### Wiring heat map, run 1

The die is cut into 9 by 9 equal tiles; dark purple is low, yellow is high, scaled to the fullest tile. Values are wire area over tile area, all layers added.
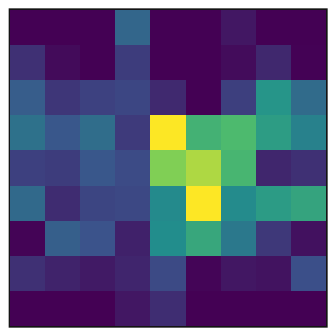
### Routed clock nets over the placement, run 1

Bar = 10 microns.
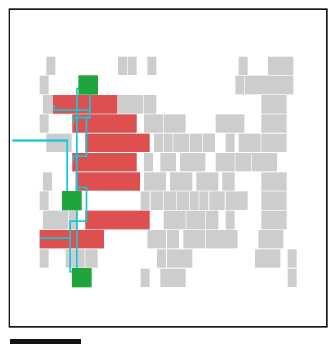
### Metal 3, run 1

Bar = 10 microns.
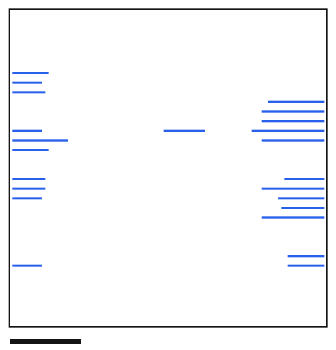
### Routed metal, one color a layer, run 1

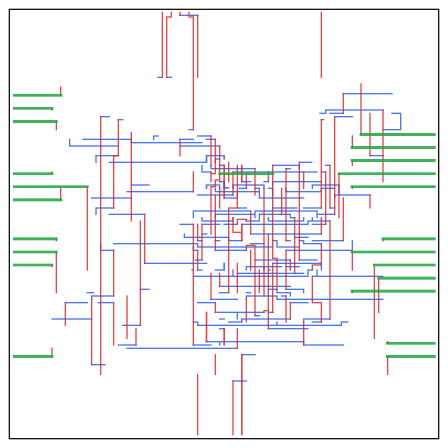
$ cat config.mk
export PLATFORM = sky130hd
export DESIGN_NAME = int_ctrl
export DESIGN_NICKNAME = d
export VERILOG_FILES = /design/src/rtl/nes_int_pkg.sv /design/src/rtl/pulse.sv /design/src/rtl/int_ctrl.sv
export SDC_FILE = /design/constraint.sdc
export NUM_CORES = 1
export LEC_CHECK = 0
export CAP_MARGIN = 10
export CORE_MARGIN = 4
export CORE_UTILIZATION = 43
export CTS_BUF_LIST = sky130_fd_sc_hd__clkbuf_2 sky130_fd_sc_hd__clkbuf_4 sky130_fd_sc_hd__clkbuf_8
export DETAILED_ROUTE_END_ITERATION = 10
export PLACE_DENSITY = 0.95
export SYNTH_ARGS = -nofsm -noshare
export SYNTH_HDL_FRONTEND = slang
export SYNTH_SLANG_ARGS = --single-unit
export TNS_END_PERCENT = 10
$ cat constraint.sdc
create_clock -name clk -period 2.9 [get_ports clk]
set_clock_uncertainty 0.2 [all_clocks]
set_input_delay 0.58 -clock clk [delete_from_list [all_inputs] [get_ports clk]]
set_output_delay 0.58 -clock clk [all_outputs]
set_load 0.05 [all_outputs]
$ cat src/rtl/nes_int_pkg.sv
// nes_int_pkg: shared types and vector addresses for the NES interrupt controller
package nes_int_pkg;
  typedef enum logic [1:0] {
    K_NONE = 2'd0,
    K_NMI  = 2'd1,
    K_IRQ  = 2'd2,
    K_RST  = 2'd3
  } int_kind_t;
  typedef enum logic [1:0] {
    ST_RST_PEND = 2'd0,
    ST_IDLE     = 2'd1,
    ST_REQ      = 2'd2,
    ST_SEQ      = 2'd3
  } state_t;
  localparam logic [15:0] VEC_NMI = 16'hFFFA;
  localparam logic [15:0] VEC_RST = 16'hFFFC;
  localparam logic [15:0] VEC_IRQ = 16'hFFFE;
endpackage

$ cat src/rtl/pulse.sv
// pulse: one-cycle rising-edge detector on a sampled level
module pulse (
  input  logic clk,
  input  logic rst_n,
  input  logic s,
  output logic p
);
  logic q;
  // remember last sampled level so a held-high input fires only once
  always_ff @(posedge clk or negedge rst_n)
    if (!rst_n) q <= 1'b0;
    else q <= s;
  assign p = s & ~q;
endmodule

$ cat src/rtl/int_ctrl.sv
// int_ctrl: NES CPU interrupt arbitration (RST > NMI > IRQ) with NMI hijack
module int_ctrl import nes_int_pkg::*; (
  input  logic        clk,
  input  logic        rst_n,
  input  logic        nmi_src,
  input  logic [1:0]  irq_src,
  input  logic        irq_mask,
  input  logic        boundary,
  input  logic        ack,
  input  logic        vec_fetch,
  input  logic        done,
  output logic        int_req,
  output logic [1:0]  int_kind,
  output logic [15:0] vector,
  output logic        busy
);
  state_t    state, state_n;
  int_kind_t kind, kind_n;
  logic      req_n, nmi_p, nmi_pend, nmi_clr, irq_active;
  pulse u_nmi_edge (.clk(clk), .rst_n(rst_n), .s(nmi_src), .p(nmi_p));
  assign irq_active = (|irq_src) & ~irq_mask;
  assign nmi_clr    = (state == ST_SEQ) & vec_fetch & (kind == K_NMI);
  assign int_kind   = kind;
  assign busy       = state == ST_SEQ;
  assign vector     = kind == K_NMI ? VEC_NMI : kind == K_RST ? VEC_RST : VEC_IRQ;
  // next state, request and kind; an IRQ turns into NMI whenever one is pending and the vector is not being read
  always_comb begin
    state_n = state;
    kind_n  = kind;
    req_n   = 1'b0;
    unique case (state)
      ST_RST_PEND: begin
        kind_n  = K_RST;
        req_n   = ~ack;
        state_n = ack ? ST_SEQ : ST_RST_PEND;
      end
      ST_IDLE:
        if (boundary && (nmi_pend || irq_active)) begin
          state_n = ST_REQ;
          req_n   = 1'b1;
          kind_n  = nmi_pend ? K_NMI : K_IRQ;
        end
      ST_REQ: begin
        kind_n = (kind == K_IRQ && nmi_pend) ? K_NMI : kind;
        if (ack) state_n = ST_SEQ;
        else if (kind == K_IRQ && !irq_active && !nmi_pend) begin
          state_n = ST_IDLE;
          kind_n  = K_NONE;
        end else req_n = 1'b1;
      end
      ST_SEQ:
        if (done) begin
          state_n = ST_IDLE;
          kind_n  = K_NONE;
        end else if (!vec_fetch && kind == K_IRQ && nmi_pend) kind_n = K_NMI;
    endcase
  end
  // state registers; a new NMI edge wins over a coincident clear
  always_ff @(posedge clk or negedge rst_n)
    if (!rst_n) begin
      state    <= ST_RST_PEND;
      kind     <= K_NONE;
      int_req  <= 1'b0;
      nmi_pend <= 1'b0;
    end else begin
      state    <= state_n;
      kind     <= kind_n;
      int_req  <= req_n;
      nmi_pend <= nmi_p | (nmi_pend & ~nmi_clr);
    end
endmodule

==> flow_metrics.py, run 1 <==
# Synthesis and PnR figures
metrics = {
    "cells_and_area": {
        "num-nonclk-buffers": 15,
        "diodes": 0,
        "clockNetworkAreaShare_pct": 4.324,
        "nClkBuffers": 4,
    },
    "die": {
        "tap_cells": 14,
    },
    "drt": {
        "vias": 468,
        "totalWireLength_microns": 1051,
        "met3_length_microns": 138,
    },
    "power": {
        "clock_power_share_pct": 12.1,
        "p_sw_mw": 0.4012,
        "swShare_pct": 51.93,
        "p_int_mw": 0.3714,
        "combPwrFrac_pct": 60.7,
        "powerComb_mw": 0.469,
    },
    "run": {
        "maxCapViolCount": 0,
    },
    "timing": {
        "timing.hold.ws_ns": 0.2169,
        "period_needed_ns": 2.584,
        "hold_violations": 0,
        "finalSetupTns_ns": 0,
    },
    "global_routing": {
        "first_global_vias": 403,
        "met2_usage_pct": 16.91,
        "grt_pass1_wl_microns": 1690,
    },
    "synthesis": {
        "synthCells": 66,
        "synthMuxAreaShare_pct": 0,
        "synthArstFlopShare_pct": 100.0,
        "synthSimpleGateAreaFrac_pct": 18.70,
        "logic_family": "AND-OR/OR-AND gates",
        "postSynthSeqShare_pct": 30.43,
        "top_area_share_pct": 30.43,
        "synth-xor-area-share_pct": 0,
    },
    "clock_tree": {
        "post_cts_resized": 0,
        "hold_buffers": 0,
        "clk_latency_ns": 0.24,
        "root_buffer": "clkbuf_4",
    },
    "critical_path": {
        "reg2reg_depth": 4,
        "path_max_fanout": 13,
        "cp.buffers_inverters": 1,
        "crit_path_top_delay_cell": "clkdlybuf4s50_1",
        "timing.rr.start": "nmi_pend$_DFF_PN0_",
        "crit_family": "buffers and inverters",
        "critPathLaunch": "state[1]$_DFFE_PN0P_",
        "crit_path_end_kind": "output port",
    },
    "place": {
        "place_area_sq_um": 664.4,
        "dp.cells": 91,
        "post-dp-hpwl_microns": 831.5,
    },
    "status": {
        "status": "finished clean",
    },
}
## Picture notes: 'Wiring heat map'
The mean over all tiles is 0.090. The fullest tile reaches 0.40. 26% of the tiles are nearly empty. 15% of the tiles are over half the peak.

## Picture notes: 'Routed clock nets over the placement'
Key: flip-flops = red [count 7]; clock wires = cyan [length 87.2 microns]; clock-net drivers = green [count 3]
There are 4 routed clock nets.

## Picture notes: 'Metal 3'
The wires run mostly horizontal. The longest straight run is 9.90 microns.

## Picture notes: 'Routed metal, one color a layer'
Key: M2 = red [wire length 461 microns]; M3 = green [wire length 139 microns]; M1 = blue [wire length 452 microns]

## Run 2: what changed since run 1
- SLEW_MARGIN: default -> 20
==> run 2 against run 1 <==
Effect of this change: critical path depth is the same; synthesized cell count is the same; worst hold slack is the same; core utilization is the same; combinational power is essentially flat; final area is the same; largest power group unchanged; highest routed layer unchanged.
==> flow_metrics.py, run 2 <==
# Synthesis and PnR figures
metrics = {
    "status": {
        "status": "finished clean",
    },
    "clock_tree": {
        "cts_buffers": 3,
        "root_buffer": "clkbuf_4",
        "hold_buffers": 0,
        "post_cts_resized": 0,
        "clk_latency_ns": 0.24,
    },
    "global_routing": {
        "met2_usage_pct": 16.91,
        "met1_usage_pct": 14.78,
        "first_global_vias": 403,
        "grt_pass1_wl_microns": 1690,
    },
    "drt": {
        "met3_length_microns": 138,
        "totalWireLength_microns": 1051,
        "vias": 468,
    },
    "timing": {
        "hold_violations": 0,
        "finalCritPeriodShare_pct": 89.10,
        "timing.hold.ws_ns": 0.2169,
        "finalSetupTns_ns": 0,
    },
    "cells_and_area": {
        "diodes": 0,
        "clockNetworkAreaShare_pct": 4.324,
        "final-nonclk-buf-share_pct": 21.62,
        "nClkBuffers": 4,
        "logic_area_sq_um": 306.5,
        "num-nonclk-buffers": 15,
    },
    "power": {
        "combPwrFrac_pct": 60.7,
        "swShare_pct": 51.93,
        "powerComb_mw": 0.469,
        "clock_power_share_pct": 12.1,
        "p_clk_mw": 0.0938,
        "p_int_mw": 0.3714,
        "p_sw_mw": 0.4012,
    },
    "critical_path": {
        "timing.rr.start": "nmi_pend$_DFF_PN0_",
        "crit_path_end_kind": "output port",
        "crit_path_top_delay_cell": "clkdlybuf4s50_1",
        "critPathLaunch": "state[1]$_DFFE_PN0P_",
        "reg2reg_depth": 4,
        "path_max_fanout": 13,
    },
    "synthesis": {
        "postSynthSeqShare_pct": 30.43,
        "synthArstFlopShare_pct": 100.0,
        "synthMuxAreaShare_pct": 0,
        "synthCells": 66,
        "top_area_share_pct": 30.43,
        "synthSimpleGateAreaFrac_pct": 18.70,
        "synth-xor-area-share_pct": 0,
    },
    "die": {
        "tap_cells": 14,
        "die_width_microns": 44.59,
    },
    "place": {
        "dp.cells": 91,
        "post-dp-hpwl_microns": 831.5,
    },
}
### Wiring heat map, run 2

The die is cut into 9 by 9 equal tiles; dark purple is low, yellow is high, scaled to the fullest tile. Values are wire area over tile area, all layers added.
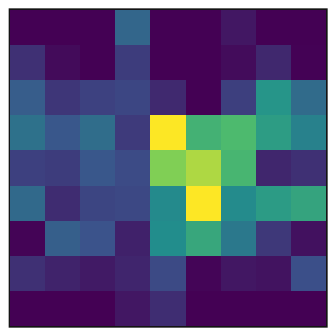
The densest ninth of the die: middle. The mean over all tiles is 0.090. 26% of the tiles are nearly empty.

Power and IR drop assume default switching activity.
